cell_density.png
Bar = 20 um. The die is cut into 6 by 6 equal tiles; white is low, dark blue is high, 0 to 100% covered.
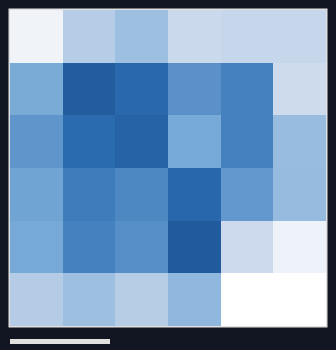
power_grid.png
Bar = 20 um. Pins as bars on the die edge. Tap cells in gray.
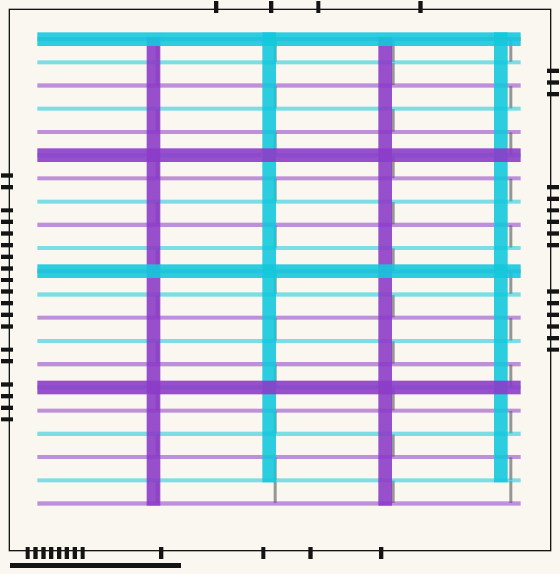
io_fan.png
Bar = 20 um.
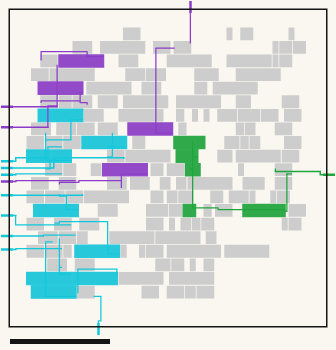
flops_by_reg.png
Bar = 20 um. Other sequential cells in the stronger gray, the rest of the logic in the fainter gray.
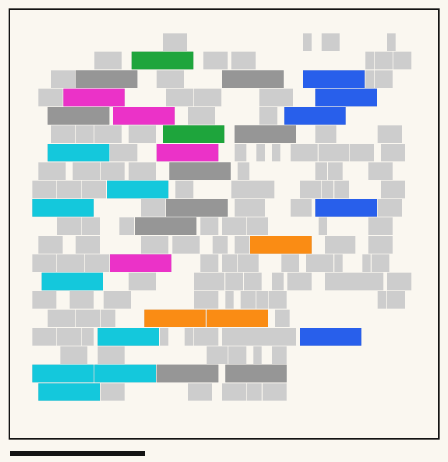
placement.png
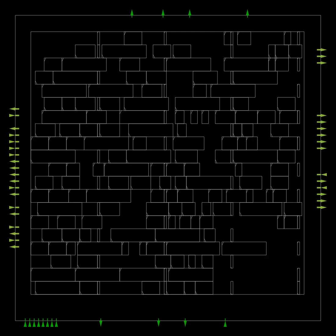
$ cat config.mk
export PLATFORM = sky130hd
export DESIGN_NAME = debug_writer
export DESIGN_NICKNAME = d
export VERILOG_FILES = /design/src/rtl/debug_writer.sv
export SDC_FILE = /design/constraint.sdc
export NUM_CORES = 1
export LEC_CHECK = 0
export CORE_MARGIN = 3
export CORE_UTILIZATION = 43
export CTS_CLUSTER_DIAMETER = 40
export DETAILED_ROUTE_END_ITERATION = 16
export GPL_TIMING_DRIVEN = 0
export PLACE_DENSITY = 0.77
export SLEW_MARGIN = 30
export SYNTH_ARGS = -nofsm -noshare
export SYNTH_HDL_FRONTEND = slang
export SYNTH_SLANG_ARGS = --single-unit
$ cat constraint.sdc
create_clock -name clk -period 3.4 [get_ports clk]
set_input_delay 0.51 -clock clk [delete_from_list [all_inputs] [get_ports clk]]
set_output_delay 0.51 -clock clk [all_outputs]
set_load 0.05 [all_outputs]
$ cat src/rtl/debug_writer.sv
//==============================================================================
// Module  : debug_writer
// Brief   : Byte-stream debug loader. Writes RF/DM from header/data byte pairs
//           and launches the CPU on END_CMD. Optional read-back verify is
//           enabled by defining DEBUG_WRITER_VERIFY_EN.
// Revision: 1.0
//==============================================================================
`default_nettype none

module debug_writer #(
    parameter logic [7:0] END_CMD = 8'hFF,
    parameter int         CNT_W   = 5
) (
    input  logic             clk,
    input  logic             reset,
    input  logic             in_valid,
    input  logic [7:0]       in_byte,
    output logic             in_ready,
    output logic             rf_we,
    output logic [1:0]       rf_addr,
    output logic             dm_we,
    output logic [3:0]       dm_addr,
    output logic [7:0]       wr_data,
    output logic             start,
    input  logic             stopped,
    output logic             dbg_is_dm,
    output logic [3:0]       dbg_addr,
    input  logic [7:0]       rd_data,
    output logic             busy,
    output logic             err,
    output logic [CNT_W-1:0] write_count
);

    typedef enum logic [2:0] {
        S_IDLE   = 3'd0,
        S_DATA   = 3'd1,
        S_WRITE  = 3'd2,
        S_VERIFY = 3'd3,
        S_LAUNCH = 3'd4,
        S_RUN    = 3'd5
    } state_t;

    localparam logic [CNT_W-1:0] c_cnt_max = {CNT_W{1'b1}};

    state_t           r_state;
    logic             r_hdr_dm;
    logic [3:0]       r_hdr_addr;
    logic             r_rf_we;
    logic             r_dm_we;
    logic [1:0]       r_rf_addr;
    logic [3:0]       r_dm_addr;
    logic [7:0]       r_wr_data;
    logic             r_start;
    logic             r_run_first;
    logic [CNT_W-1:0] r_count;
    logic             w_accept;
    logic             w_in_ready;

`ifdef DEBUG_WRITER_VERIFY_EN
    logic             r_err;
    logic             r_dbg_is_dm;
    logic [3:0]       r_dbg_addr;
`else
    logic             w_unused_rd_data;
    assign w_unused_rd_data = ^rd_data;
`endif

    // Ready is masked while reset is held so nothing is handshaken during it.
    assign w_in_ready = ~reset & ((r_state == S_IDLE) | (r_state == S_DATA));
    assign w_accept   = in_valid & w_in_ready;

    always_ff @(posedge clk or posedge reset) begin
        if (reset) begin
            r_state     <= S_IDLE;
            r_hdr_dm    <= 1'b0;
            r_hdr_addr  <= 4'd0;
            r_rf_we     <= 1'b0;
            r_dm_we     <= 1'b0;
            r_rf_addr   <= 2'd0;
            r_dm_addr   <= 4'd0;
            r_wr_data   <= 8'd0;
            r_start     <= 1'b0;
            r_run_first <= 1'b0;
            r_count     <= '0;
`ifdef DEBUG_WRITER_VERIFY_EN
            r_err       <= 1'b0;
            r_dbg_is_dm <= 1'b0;
            r_dbg_addr  <= 4'd0;
`endif
        end else begin
            case (r_state)
                S_IDLE: begin
                    if (w_accept) begin
                        if (in_byte == END_CMD) begin
                            r_start <= 1'b1;
                            r_state <= S_LAUNCH;
                        end else begin
                            r_hdr_dm   <= in_byte[7];
                            r_hdr_addr <= in_byte[3:0];
                            r_state    <= S_DATA;
                        end
                    end
                end
                S_DATA: begin
                    // Strobe, address and data are registered together so they
                    // are all valid for the whole single WRITE cycle.
                    if (w_accept) begin
                        r_wr_data <= in_byte;
                        if (r_hdr_dm) begin
                            r_dm_we   <= 1'b1;
                            r_dm_addr <= r_hdr_addr;
                        end else begin
                            r_rf_we   <= 1'b1;
                            r_rf_addr <= r_hdr_addr[1:0];
                        end
                        if (r_count != c_cnt_max) begin
                            r_count <= r_count + 1'b1;
                        end
                        r_state <= S_WRITE;
                    end
                end
                S_WRITE: begin
                    r_rf_we <= 1'b0;
                    r_dm_we <= 1'b0;
`ifdef DEBUG_WRITER_VERIFY_EN
                    r_dbg_is_dm <= r_hdr_dm;
                    r_dbg_addr  <= r_hdr_dm ? r_hdr_addr : {2'b00, r_hdr_addr[1:0]};
                    r_state     <= S_VERIFY;
`else
                    r_state <= S_IDLE;
`endif
                end
                S_VERIFY: begin
`ifdef DEBUG_WRITER_VERIFY_EN
                    if (rd_data != r_wr_data) begin
                        r_err <= 1'b1;
                    end
                    r_dbg_is_dm <= 1'b0;
                    r_dbg_addr  <= 4'd0;
`endif
                    r_state <= S_IDLE;
                end
                S_LAUNCH: begin
                    r_start     <= 1'b0;
                    r_run_first <= 1'b1;
                    r_state     <= S_RUN;
                end
                S_RUN: begin
                    // The CPU may still report its old halted flag right after start.
                    if (r_run_first) begin
                        r_run_first <= 1'b0;
                    end else if (stopped) begin
                        r_state <= S_IDLE;
                    end
                end
                default: begin
                    r_state <= S_IDLE;
                end
            endcase
        end
    end

    assign in_ready    = w_in_ready;
    assign busy        = (r_state != S_IDLE);
    assign rf_we       = r_rf_we;
    assign dm_we       = r_dm_we;
    assign rf_addr     = r_rf_addr;
    assign dm_addr     = r_dm_addr;
    assign wr_data     = r_wr_data;
    assign start       = r_start;
    assign write_count = r_count;

`ifdef DEBUG_WRITER_VERIFY_EN
    assign err       = r_err;
    assign dbg_is_dm = r_dbg_is_dm;
    assign dbg_addr  = r_dbg_addr;
`else
    assign err       = 1'b0;
    assign dbg_is_dm = 1'b0;
    assign dbg_addr  = 4'd0;
`endif

endmodule

`default_nettype wire
==> tab_implementation.tex <==
% Implementation results table
\begin{tabular}{lr}
\hline
Metric & Value \\
\hline
\multicolumn{2}{l}{\textbf{Run status}} \\
\quad Status & complete, no violations \\
\multicolumn{2}{l}{\textbf{Detailed routing}} \\
\quad Number of vias in the routed layout & 954 \\
\quad Count of nets left with antenna violations after detail routing & 0 \\
\quad Wire length per cell after detailed routing & 13.6 um \\
\quad Remaining DRCs & 0 \\
\quad Routed wire length on met3 & 224 um \\
\quad Highest routed layer & met4 \\
\quad DRT iter0 DRCs & 21 \\
\quad Vias per std cell & 4.84 \\
\multicolumn{2}{l}{\textbf{Timing}} \\
\quad Final setup skew & 0.00707 ns \\
\quad Min cycle time layout & 2.59 ns \\
\quad Fmax & 385 MHz \\
\quad Share of the clock period used by the worst path & 76.3\% \\
\quad Setup repair after global routing missed its margin & false \\
\quad Count of pins over their slew limit & 0 \\
\quad Setup TNS & 0 ns \\
\quad Worst Setup Slack, final & 0.805 ns \\
\quad Worst hold margin & 0.495 ns \\
\quad Number of endpoints with negative hold slack in the final report & 0 \\
\quad Worst Tran Pin Value & 0.623 ns \\
\quad Number of setup violations in the final report & 0 \\
\multicolumn{2}{l}{\textbf{Synth}} \\
\quad Post-synthesis instance area & 1410 um2 \\
\quad Post-synth ARST share & 100\% \\
\quad Synth area leaders & sky130\_fd\_sc\_hd\_\_dfrtp\_1 (55\%), sky130\_fd\_sc\_hd\_\_mux2\_2 (17\%), sky130\_fd\_sc\_hd\_\_buf\_4 (4.3\%) \\
\quad Synth Seq Share & 55.1\% \\
\quad Total of flip-flops plus latches after synthesis & 31 \\
\quad Average footprint of a synthesized cell & 13.4 um2 \\
\quad Leading area contributor after synthesis & sky130\_fd\_sc\_hd\_\_dfrtp\_1 \\
\quad Most used flip-flop cell & sky130\_fd\_sc\_hd\_\_dfrtp\_1 \\
\quad Count of library flops with an enable pin & 0 \\
\multicolumn{2}{l}{\textbf{CTS}} \\
\quad Clock tree from TritonCTS & done \\
\quad Clock tree sinks & 31 \\
\quad Clock Root Buffer & sky130\_fd\_sc\_hd\_\_clkbuf\_4 \\
\quad Number of buffers on the longest clock path & 2 \\
\quad Post-cts hold buffer count & 0 \\
\quad Clock transition time at the flip-flop clock pins of the worst setup and hold paths & 0.10 ns \\
\quad Insertion Delay late pin & 0.32 ns \\
\quad \# Post-CTS Setup Buffers & 0 \\
\quad H-Tree Depth & 2 \\
\quad Number of buffers created by CTS & 5 \\
\multicolumn{2}{l}{\textbf{Worst setup path}} \\
\quad Worst path buffer plus inverter count & 2 \\
\quad Critical Path RT & 2.89 ns \\
\quad Worst EP arrival & 2.08 ns \\
\quad Cell with the most instances on the worst path & sky130\_fd\_sc\_hd\_\_clkdlybuf4s50\_1 \\
\quad Cell with the largest stage delay on the worst path & sky130\_fd\_sc\_hd\_\_clkdlybuf4s50\_1 \\
\quad Crit path cell chain & clkdlybuf4s50\_1 > nor3\_1 > clkdlybuf4s50\_1 \\
\quad Crit path largest cell delay & 0.84 ns \\
\quad Top delay family on crit path & buffers and inverters \\
\quad Startpoint-to-endpoint class of the critical path & in2out \\
\quad Highest net fanout along the worst path & 5 \\
\quad Type of destination of the critical path & output pin \\
\quad Slack of the worst reg-to-reg path & 1.53 ns \\
\multicolumn{2}{l}{\textbf{Global route}} \\
\quad GRT Max-Usage Layer & met2 \\
\quad Gr usage total & 14.5\% \\
\quad Pin count of the biggest net entering global routing & 32 \\
\quad Via count of the first global-routing pass & 1041 \\
\quad Sum of overflow across all layers after global routing & 0 \\
\quad GRT met2 Usage & 23.3\% \\
\quad Number of antenna violations at the first check in global routing & 0 \\
\quad Met1 Resource Use GR & 16.9\% \\
\quad Met3 demand-to-capacity share in global routing & 7.49\% \\
\quad Global-route wire length before repair & 4510 um \\
\multicolumn{2}{l}{\textbf{Pwr}} \\
\quad Net Sw Power & 0.000811 W \\
\quad Top pwr grp & combinational logic \\
\quad PD cells & 962 nW/um2 \\
\quad Overall Power & 0.00185 W \\
\quad Power in sequential cells & 0.000604 W \\
\quad Reg power frac & 32.7\% \\
\quad Clk power & 0.000301 W \\
\quad Switching Fraction & 43.9\% \\
\quad Power attributed to combinational cells & 0.000942 W \\
\quad Internal power & 0.00104 W \\
\quad Logic pwr share & 51.0\% \\
\multicolumn{2}{l}{\textbf{Run}} \\
\quad OpenROAD warning count & 34 \\
\multicolumn{2}{l}{\textbf{Placement}} \\
\quad Post-detail-place hpwl & 1990 um \\
\quad Routability congestion estimate from global placement & 0.777 \\
\quad Number of placed cells counting well taps & 189 \\
\quad Instance area at placement & 1830 um2 \\
\quad Minimum setup slack after placement & 0.822 ns \\
\quad Number of buffers inserted by port buffering & 35 \\
\multicolumn{2}{l}{\textbf{Min path}} \\
\quad Min-delay worst type & reg2reg \\
\multicolumn{2}{l}{\textbf{Final layout}} \\
\quad Post-route cell area & 1920 um2 \\
\quad Fraction of the core area covered by cells at the end of the flow & 62.4\% \\
\quad \# diodes & 0 \\
\quad Final net count & 174 \\
\quad Area grow syn2layout & 36.2\% \\
\quad Final Non-Filler Cells & 197 \\
\quad Share of cells above drive strength 1 & 29.4\% \\
\multicolumn{2}{l}{\textbf{Die}} \\
\quad Count of boundary I/O pins & 50 \\
\quad Die footprint & 4000 um2 \\
\hline
\end{tabular}
About cell_density.png:
nearly empty tiles: 5.6%
tiles over 75% full: 17%
mean over tiles: 47%
fullest tile: 83%

About power_grid.png:
legend:
  purple:
    net: VSS
  cyan:
    net: VDD
signal pins: 50
met4 straps: 4
rows: 20
met5 straps: 4
die extent in x: 63.2 um
chip height: 63.2 um
placeable core region: 3080 um2
maximum resistive drop on vdd: 0.589 mV

About io_fan.png:
legend:
  green:
    port: in_valid
    bits: 1
    direction: input
    edge: right
    end_cells: 5
    buffers: 1
    wire: 54.0 um
  cyan:
    port: wr_data
    bits: 8
    direction: output
    edge: 7 left, 1 bottom
    end_cells: 8
    buffers: 8
    wire: 209 um
  purple:
    port: dm_addr
    bits: 4
    direction: output
    edge: 3 left, 1 top
    end_cells: 4
    buffers: 4
    wire: 122 um

About flops_by_reg.png:
legend:
  green:
    netlist_name: rf_addr
    sequential_cells: 2
  blue:
    netlist_name: write_count
    sequential_cells: 5
  orange:
    netlist_name: r_state
    sequential_cells: 3
  cyan:
    netlist_name: wr_data
    sequential_cells: 8
  magenta:
    netlist_name: r_hdr_addr
    sequential_cells: 4

About placement.png:
sequential portion of the cell area: 40.4%
number of tap instances: 44
num sequential: 31
FP Rows: 20
Filler Cells Inserted: 240

==> cells in the final DEF (no fill, tap or decap), types with 3 or more instances in the layout <==
cell and instances:
sky130_fd_sc_hd__buf_4 8, sky130_fd_sc_hd__conb_1 6, sky130_fd_sc_hd__and3_1 3, sky130_fd_sc_hd__xnor2_1 3, sky130_fd_sc_hd__clkdlybuf4s50_1 35, sky130_fd_sc_hd__dfrtp_1 31, sky130_fd_sc_hd__inv_1 4, sky130_fd_sc_hd__mux2_2 21
sky130_fd_sc_hd__clkbuf_4 5
==> registers in the layout, summed over array words and instances (netlist names) <==
register	count
r_state	3
start	1
wr_data	8
r_hdr_addr	4
write_count	5
r_run_first	1
rf_we	1
dm_we	1
r_hdr_dm	1
dm_addr	4
rf_addr	2
==> worst paths after layout <==
kind / depth (start not counted) / end / from
setup / recovery: 3 / in_ready / reset
hold / removal: 1 / write_count[3] / write_count[3]
setup reg to reg: 6 / write_count[4] / write_count[0]
hold reg to reg: 1 / write_count[3] / write_count[3]
max in group asynchronous: 2 / wr_data[5] / reset
min in group asynchronous: 2 / write_count[3] / reset
==> cell type report <==
| type | instances | area [um2] |
|---|---|---|
| Buffer | 8 | 60.1 |
| Clock buffer | 6 | 51.3 |
| Clock inverter | 2 | 35.0 |
| Fill cell | 240 | 1160 |
| Inverter | 5 | 18.8 |
| Multi-Input combinational cell | 66 | 573 |
| Sequential cell | 31 | 776 |
| Tap cell | 44 | 55.1 |
| Timing Repair Buffer | 35 | 350 |
==> cell families after synthesis <==
logic type               count (synthesis)  synth area share [%]
AND-OR/OR-AND                            8                  4.44
XOR/XNOR                                 3                  1.87
adder cells (fa/ha/maj)                  2                  1.78
buffers and inverters                   13                  5.60
flip-flops                              31                  55.1
multiplexers                            21                  16.8
other                                    1                 0.266
AND/OR/NAND/NOR                         26                  14.2
No activity file was given, so power comes from the tool's default toggle rates.
